===== config.mk =====
export PLATFORM = sky130hd
export DESIGN_NAME = fetch_stage
export DESIGN_NICKNAME = d
export VERILOG_FILES = /design/src/rtl/fetch_stage.sv
export SDC_FILE = /design/constraint.sdc
export NUM_CORES = 1
export LEC_CHECK = 0
export CAP_MARGIN = 20
export CORE_ASPECT_RATIO = 1.5
export CORE_MARGIN = 4
export CORE_UTILIZATION = 24
export DETAILED_ROUTE_END_ITERATION = 10
export DONT_BUFFER_PORTS = 1
export HOLD_SLACK_MARGIN = 0.15
export MAX_ROUTING_LAYER = met4
export PLACE_DENSITY = 0.47
export SLEW_MARGIN = 20
export SYNTH_ARGS = -nofsm -noshare
export SYNTH_HDL_FRONTEND = slang
export SYNTH_SLANG_ARGS = --single-unit

===== constraint.sdc =====
create_clock -name clk -period 2.15 [get_ports clk]
set_input_delay 0.215 -clock clk [delete_from_list [all_inputs] [get_ports clk]]
set_output_delay 0.215 -clock clk [all_outputs]
set_load 0.01 [all_outputs]

===== src/rtl/fetch_stage.sv =====
// fetch_stage: instruction-fetch stage plus IF/ID pipeline register.
// Owns the fetch PC, rides out icache misses with a RUN/MISS/DRAIN machine,
// absorbs decode stalls and execute redirects, and presents a registered
// instruction (with a valid flag) to decode.
// Optional feature macro: FETCH_PERF_EN adds perf_fetched / perf_miss_cycles.
module fetch_stage #(
  parameter int unsigned     XLEN      = 32,
  parameter logic [XLEN-1:0] RESET_PC  = 32'h0000_1000,
  parameter logic [31:0]     NOP_INSTR = 32'h0000_0013
) (
  input  logic            clk,
  input  logic            reset,
  input  logic            stall_d,
  input  logic            redirect_valid,
  input  logic [XLEN-1:0] redirect_pc,
  output logic            icache_req,
  output logic [XLEN-1:0] icache_addr,
  input  logic [31:0]     icache_rdata,
  input  logic            icache_hit,
  output logic [31:0]     instr_d,
  output logic [XLEN-1:0] pc_d,
  output logic [XLEN-1:0] pcplus4_d,
  output logic            valid_d,
  output logic [6:0]      opcode_d,
  output logic [2:0]      funct_d
`ifdef FETCH_PERF_EN
  ,
  output logic [31:0]     perf_fetched,
  output logic [31:0]     perf_miss_cycles
`endif
);

  typedef enum logic [1:0] {
    RUN   = 2'd0,
    MISS  = 2'd1,
    DRAIN = 2'd2
  } state_e;

  localparam logic [XLEN-1:0] PC_INC = {{(XLEN-3){1'b0}}, 3'b100};

  state_e          state_q, state_d;
  logic [XLEN-1:0] pc_f_q, pc_f_d;
  logic [XLEN-1:0] pend_pc_q, pend_pc_d;
  logic [31:0]     id_instr_q, id_instr_d;
  logic [XLEN-1:0] id_pc_q, id_pc_d;
  logic [XLEN-1:0] id_pcplus4_q, id_pcplus4_d;
  logic            id_valid_q, id_valid_d;
  logic            fetch_load_s;

  logic [XLEN-1:0] redirect_tgt_s;
  logic [XLEN-1:0] pc_plus4_s;
  logic            unused_redirect_lsb_s;

  // Redirect targets are word aligned; the low address bits are dropped.
  assign redirect_tgt_s        = {redirect_pc[XLEN-1:2], 2'b00};
  assign unused_redirect_lsb_s = ^redirect_pc[1:0];
  assign pc_plus4_s            = pc_f_q + PC_INC;

  // Next-state logic: redirect beats stall, stall beats normal fetch.
  always_comb begin
    state_d      = state_q;
    pc_f_d       = pc_f_q;
    pend_pc_d    = pend_pc_q;
    id_instr_d   = id_instr_q;
    id_pc_d      = id_pc_q;
    id_pcplus4_d = id_pcplus4_q;
    id_valid_d   = id_valid_q;
    fetch_load_s = 1'b0;

    case (state_q)
      RUN: begin
        if (redirect_valid) begin
          pc_f_d     = redirect_tgt_s;
          id_valid_d = 1'b0;
          id_instr_d = NOP_INSTR;
        end else if (stall_d) begin
          state_d = RUN;          // hold PC and IF/ID, re-issue same fetch
        end else if (icache_hit) begin
          id_instr_d   = icache_rdata;
          id_pc_d      = pc_f_q;
          id_pcplus4_d = pc_plus4_s;
          id_valid_d   = 1'b1;
          pc_f_d       = pc_plus4_s;
          fetch_load_s = 1'b1;
        end else begin
          id_valid_d = 1'b0;
          id_instr_d = NOP_INSTR;
          state_d    = MISS;
        end
      end
      MISS: begin
        if (redirect_valid) begin
          // Let the outstanding refill finish before fetching the target.
          pend_pc_d  = redirect_tgt_s;
          id_valid_d = 1'b0;
          id_instr_d = NOP_INSTR;
          state_d    = DRAIN;
        end else if (stall_d) begin
          state_d = MISS;         // hold IF/ID; a hit is re-presented later
        end else if (icache_hit) begin
          id_instr_d   = icache_rdata;
          id_pc_d      = pc_f_q;
          id_pcplus4_d = pc_plus4_s;
          id_valid_d   = 1'b1;
          pc_f_d       = pc_plus4_s;
          fetch_load_s = 1'b1;
          state_d      = RUN;
        end else begin
          id_valid_d = 1'b0;
          id_instr_d = NOP_INSTR;
        end
      end
      DRAIN: begin
        if (redirect_valid) begin
          pend_pc_d  = redirect_tgt_s;   // newest redirect wins
          id_valid_d = 1'b0;
          id_instr_d = NOP_INSTR;
        end else if (stall_d) begin
          state_d = DRAIN;
        end else if (icache_hit) begin
          // Refill for the stale address is done; its word is dropped.
          pc_f_d     = pend_pc_q;
          id_valid_d = 1'b0;
          id_instr_d = NOP_INSTR;
          state_d    = RUN;
        end else begin
          id_valid_d = 1'b0;
          id_instr_d = NOP_INSTR;
        end
      end
      default: begin
        state_d    = RUN;
        id_valid_d = 1'b0;
        id_instr_d = NOP_INSTR;
      end
    endcase
  end

  // State, fetch PC and IF/ID register with synchronous active-low reset.
  always_ff @(posedge clk) begin
    if (!reset) begin
      state_q      <= RUN;
      pc_f_q       <= RESET_PC;
      pend_pc_q    <= '0;
      id_instr_q   <= NOP_INSTR;
      id_pc_q      <= '0;
      id_pcplus4_q <= '0;
      id_valid_q   <= 1'b0;
    end else begin
      state_q      <= state_d;
      pc_f_q       <= pc_f_d;
      pend_pc_q    <= pend_pc_d;
      id_instr_q   <= id_instr_d;
      id_pc_q      <= id_pc_d;
      id_pcplus4_q <= id_pcplus4_d;
      id_valid_q   <= id_valid_d;
    end
  end

  assign icache_req  = reset;
  assign icache_addr = pc_f_q;
  assign instr_d     = id_instr_q;
  assign pc_d        = id_pc_q;
  assign pcplus4_d   = id_pcplus4_q;
  assign valid_d     = id_valid_q;
  assign opcode_d    = id_instr_q[6:0];
  assign funct_d     = id_instr_q[14:12];

`ifdef FETCH_PERF_EN
  logic [31:0] perf_fetched_q, perf_fetched_d;
  logic [31:0] perf_miss_cycles_q, perf_miss_cycles_d;

  // Counter updates: valid IF/ID loads and cycles spent off the RUN state.
  always_comb begin
    perf_fetched_d     = perf_fetched_q;
    perf_miss_cycles_d = perf_miss_cycles_q;
    if (fetch_load_s) begin
      perf_fetched_d = perf_fetched_q + 32'd1;
    end else begin
      perf_fetched_d = perf_fetched_q;
    end
    if (state_q != RUN) begin
      perf_miss_cycles_d = perf_miss_cycles_q + 32'd1;
    end else begin
      perf_miss_cycles_d = perf_miss_cycles_q;
    end
  end

  // Performance counter registers, cleared by reset, wrapping at 2^32.
  always_ff @(posedge clk) begin
    if (!reset) begin
      perf_fetched_q     <= 32'd0;
      perf_miss_cycles_q <= 32'd0;
    end else begin
      perf_fetched_q     <= perf_fetched_d;
      perf_miss_cycles_q <= perf_miss_cycles_d;
    end
  end

  assign perf_fetched     = perf_fetched_q;
  assign perf_miss_cycles = perf_miss_cycles_q;
`else
  logic unused_fetch_load_s;
  assign unused_fetch_load_s = fetch_load_s;
`endif

endmodule


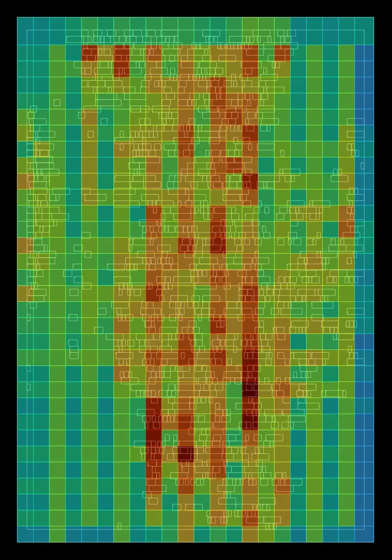
(images/congestion.png)
wire length per cell: 18.9 um
GRT Max-Usage Layer: met2
M1 GR Usage: 0.188
post-route core utilization: 0.316

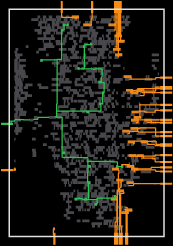
(images/io_fan.png)
(1 px per um)
Key: orange = `pcplus4_d` [bits 32, direction output, end cells 32, buffers 0, wire 1,090 um]; green = `reset` [bits 1, direction input, end cells 20, buffers 2, wire 523 um]

==> impl_metrics.csv <==
group,metric,value,unit
worst_hold_path,hp-class,"in -> reg",
floorplan,rows,79,
clocking,cts_buffers,17,
critical_path,critPathRequiredTime,2.47,ns
clocking,cts_root_buf,"clkbuf_16",
timing,tns,0,ns
critical_path,crit_chain,"ha_1, nand3_2, or3_4, or4_4, xnor2_1, a221oi_2, nor3_2",
worst_hold_path,hold-path-cell-count,3,
yosys,yosys.stat.seqShare,0.409,
timing,skew,0.0110,ns
clocking,ctsHtreeMaxLevel,4,
timing,max_freq,473,MHz
yosys,ff_type,"dfxtp_1",
placed_design,portBuffers,0,
cells_and_area,final_cell_area,0.00985,mm2
yosys,synth-edff-count,0,
clocking,cts.sinks,155,
floorplan,io-pin-count,209,
floorplan,fp_util,0.244,
clocking,cts_tree,"built",
critical_path,timing.rr.start,"icache_addr[3]",
critical_path,crit_buf_inv,0,
critical_path,critPathKind,"reg -> reg",
cells_and_area,final_common_cell,"nand2_1",
critical_path,worstPathArrival,2.44,ns
critical_path,reg2reg_depth,7,
yosys,yosys.stat.chipArea,0.00759,mm2
yosys,syn_avg_cell_area,7.93,um2
cells_and_area,area_growth_syn_to_layout,29.8,%
global_route,grt_pass1_wl,42.2,mm
clocking,clockBufferDepth,2,
global_route,grt_pass1_vias,7023,
cells_and_area,fill_cells,3270,
detailed_routing,dr.pass1.iters,5,
yosys,yosys_cells,957,
global_route,grt_use_met2,0.270,
floorplan,die_area,0.0346,mm2
global_route,antenna_found_initial,1,
pwr,power_density,822,mW/mm2
timing,slew_violations,0,
yosys,yosysWarnings,0,
critical_path,start_kind,"register",
worst_hold_path,min_from,"redirect_pc[27]",
floorplan,die_x,153,um
yosys,ys_ff,155,
detailed_routing,drt_iter0_drc,497,
placed_design,place_congestion,0.832,
yosys,top_area_frac,0.409,
yosys,synth_cells,957,
detailed_routing,drtAntennaViolNets,0,
flow_run,warnings,34,
timing,fin_crit_sh,0.984,
global_route,grt.overflow.total,0,
pwr,peakVddDrop,0.454,mV
placed_design,dpl_worst_slack,-0.0373,ns
floorplan,die_h,226,um
global_route,grt_max_degree,101,
timing,finalSetupViolations,0,
critical_path,r2r_setup_slack,0.04,ns
run_status,outcome,"complete, no violations",
timing,relSlewSlack,0.648,
yosys,synthesis.area,0.00759,mm2
floorplan,core-area,0.0311,mm2
flow_run,drv_cap,0,
timing,setup_ws,0.0352,ns
clocking,clkTransAtPathRegs,0.07,ns
critical_path,slowest_delay,0.47,ns
yosys,synth.area.top_cells,"dfxtp_1, nand2_1, a21oi_1, nor2_1, a22oi_1",
worst_hold_path,min_to,"icache_addr[27]",
critical_path,r2r_end,"icache_addr[24]",
detailed_routing,detailroute.via_count,7102,
critical_path,cp_slowest_cell,"or4_4",
placed_design,place_area,0.00847,mm2
cells_and_area,drive_gt1_frac,0.163,
critical_path,worstPathMaxFanout,3,
timing,period_minus_slack,2.11,ns
placed_design,place_inst,1357,
clocking,clk_latency,0.44,ns
timing,hold_viol,0,
global_route,grt_usage,0.161,
pwr,p_leak,3.47,nW
cells_and_area,mostFrequentLayoutCells,"nand2_1, dfxtp_1, a21oi_1",
detailed_routing,drt_wl_total,27.6,mm
cells_and_area,nets,1114,
timing,tightest_slew,0.529,ns
cells_and_area,instances_no_fill,1459,
placed_design,place_hpwl,20.0,mm
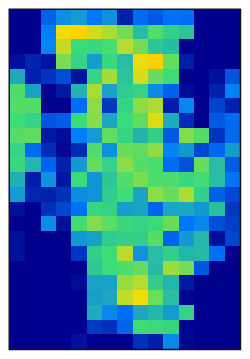
(images/cell_density.png)
(1.5 px per um) The die is cut into 15 by 23 equal tiles; dark blue is low, red is high, 0 to 100% covered.
The emptiest ninth of the die: south-west. 0.60% of the tiles are over 75% full. The mean over all tiles is 27%.

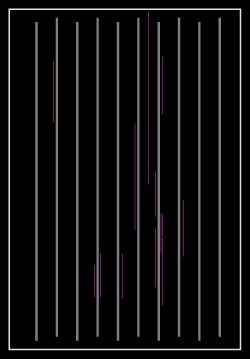
(images/layer_met4.png)
(1.5 px per um) Supply wires on this layer in grey.
9 nets have wire on it. The layer holds 1.9% of the routed length. The wires run mostly vertical. The longest straight run is 115 um. The layer carries 534 um of wire.

## synthesized netlist by cell type (all sizes together), types with 3 or more instances
cell,number
a21oi,98
nor3,21
nand3,22
a221o,3
buf,42
nor4,12
and3,9
ha,5
or3,7
nand2b,5
or4,4
a22o,3
nand4,14
clkbuf,67
a21o,5
nor2b,7
mux2i,9
o22ai,6
xnor2,29
o41ai,3
a311oi,3
a221oi,7
inv,8
nor2,95
dfxtp,155
o31ai,3
a211oi,35
a31oi,5
o211ai,4
a22oi,36
and2,3
xor2,20
o21ai,22
nand2,163
## metrics by stage
step / hold slack (ns) / power (W)
floorplan: 0.351 / 0.00432
CTS: 0.162 / 0.00819
detailed placement: 0.289 / 0.00493
global route: 0.194 / 0.00848
global placement: 0.289 / 0.00492
finish: 0.185 / 0.00810
## report_power, final
part           leakage (nW)  internal [W]  total (W)  switching (W)
Sequential             1.26       0.00307    0.00327       0.000200
Clock                 0.280       0.00181    0.00308        0.00127
Combinational          1.92      0.000740    0.00175        0.00101
Total                  3.47       0.00561    0.00810        0.00248
## logic make-up (layout without fill, tap and decap cells)
| logic type | Yosys count | in the layout | synth area share |
|---|---|---|---|
| and+or+nand+nor | 371 | 371 | 0.229 |
| AOI/OAI and AO/OA | 248 | 248 | 0.211 |
| DFF | 155 | 155 | 0.409 |
| buffers and inverters | 117 | 208 | 0.0716 |
| xor gates and xnor gates | 49 | 49 | 0.0566 |
| muxes | 11 | 11 | 0.0148 |
| adders and majority gates | 5 | 5 | 0.00825 |
| other | 1 | 7 | 0.000494 |
## what timing repair did
action | CTS | global route
pin swaps | 0 | 7
hold buffers | 66 | 0
setup buffers | 0 | 3
hold endpoints to repair | 94 | 0
gates resized | 3 | 21
endpoints found under the setup margin | 4 | 20
## cell type report
type                            instances  area (um2)  area share
Timing Repair Buffer                  168        1550       0.158
Clock buffer                           23         478      0.0485
Inverter                                8        32.5     0.00330
Antenna cell                            1        2.50    0.000254
Clock inverter                          9         114      0.0116
Multi-Input combinational cell        690        4050       0.411
Sequential cell                       155        3110       0.316
Tap cell                              405         507      0.0515
## sequential cells by signal (all words and copies together) (netlist names)
name,flops
pend_pc_q,30
valid_d,1
icache_addr,30
pc_d,30
instr_d,32
pcplus4_d,30
state_q,2
## worst min-delay path, delay by kind of cell
| family | cells | cell delay [ns] |
|---|---|---|
| compound gates | 3 | 0.34 |
## worst max-delay path by stage
stage	from	end	slack (ns)	cells after the start
2_1_floorplan	icache_addr[3]	icache_addr[24]	-0.06	9
3_3_place_gp	icache_addr[3]	icache_addr[24]	-0.03	7
3_5_place_dp	icache_addr[3]	icache_addr[24]	-0.04	7
6_report	icache_addr[3]	icache_addr[24]	0.04	7
4_1_cts	icache_addr[13]	icache_addr[27]	0.005	6
5_1_grt	icache_addr[3]	icache_addr[12]	-0.01	8
## metal layers
layer	part of all wire	routed length, um	up-vias
met4	0.019	533	0
met3	0.061	1680	31
met1	0.42	11500	3323
met2	0.50	13900	238
li1	-	-	3510
met5	0	0	-
No activity file was given, so power comes from the tool's default toggle rates.
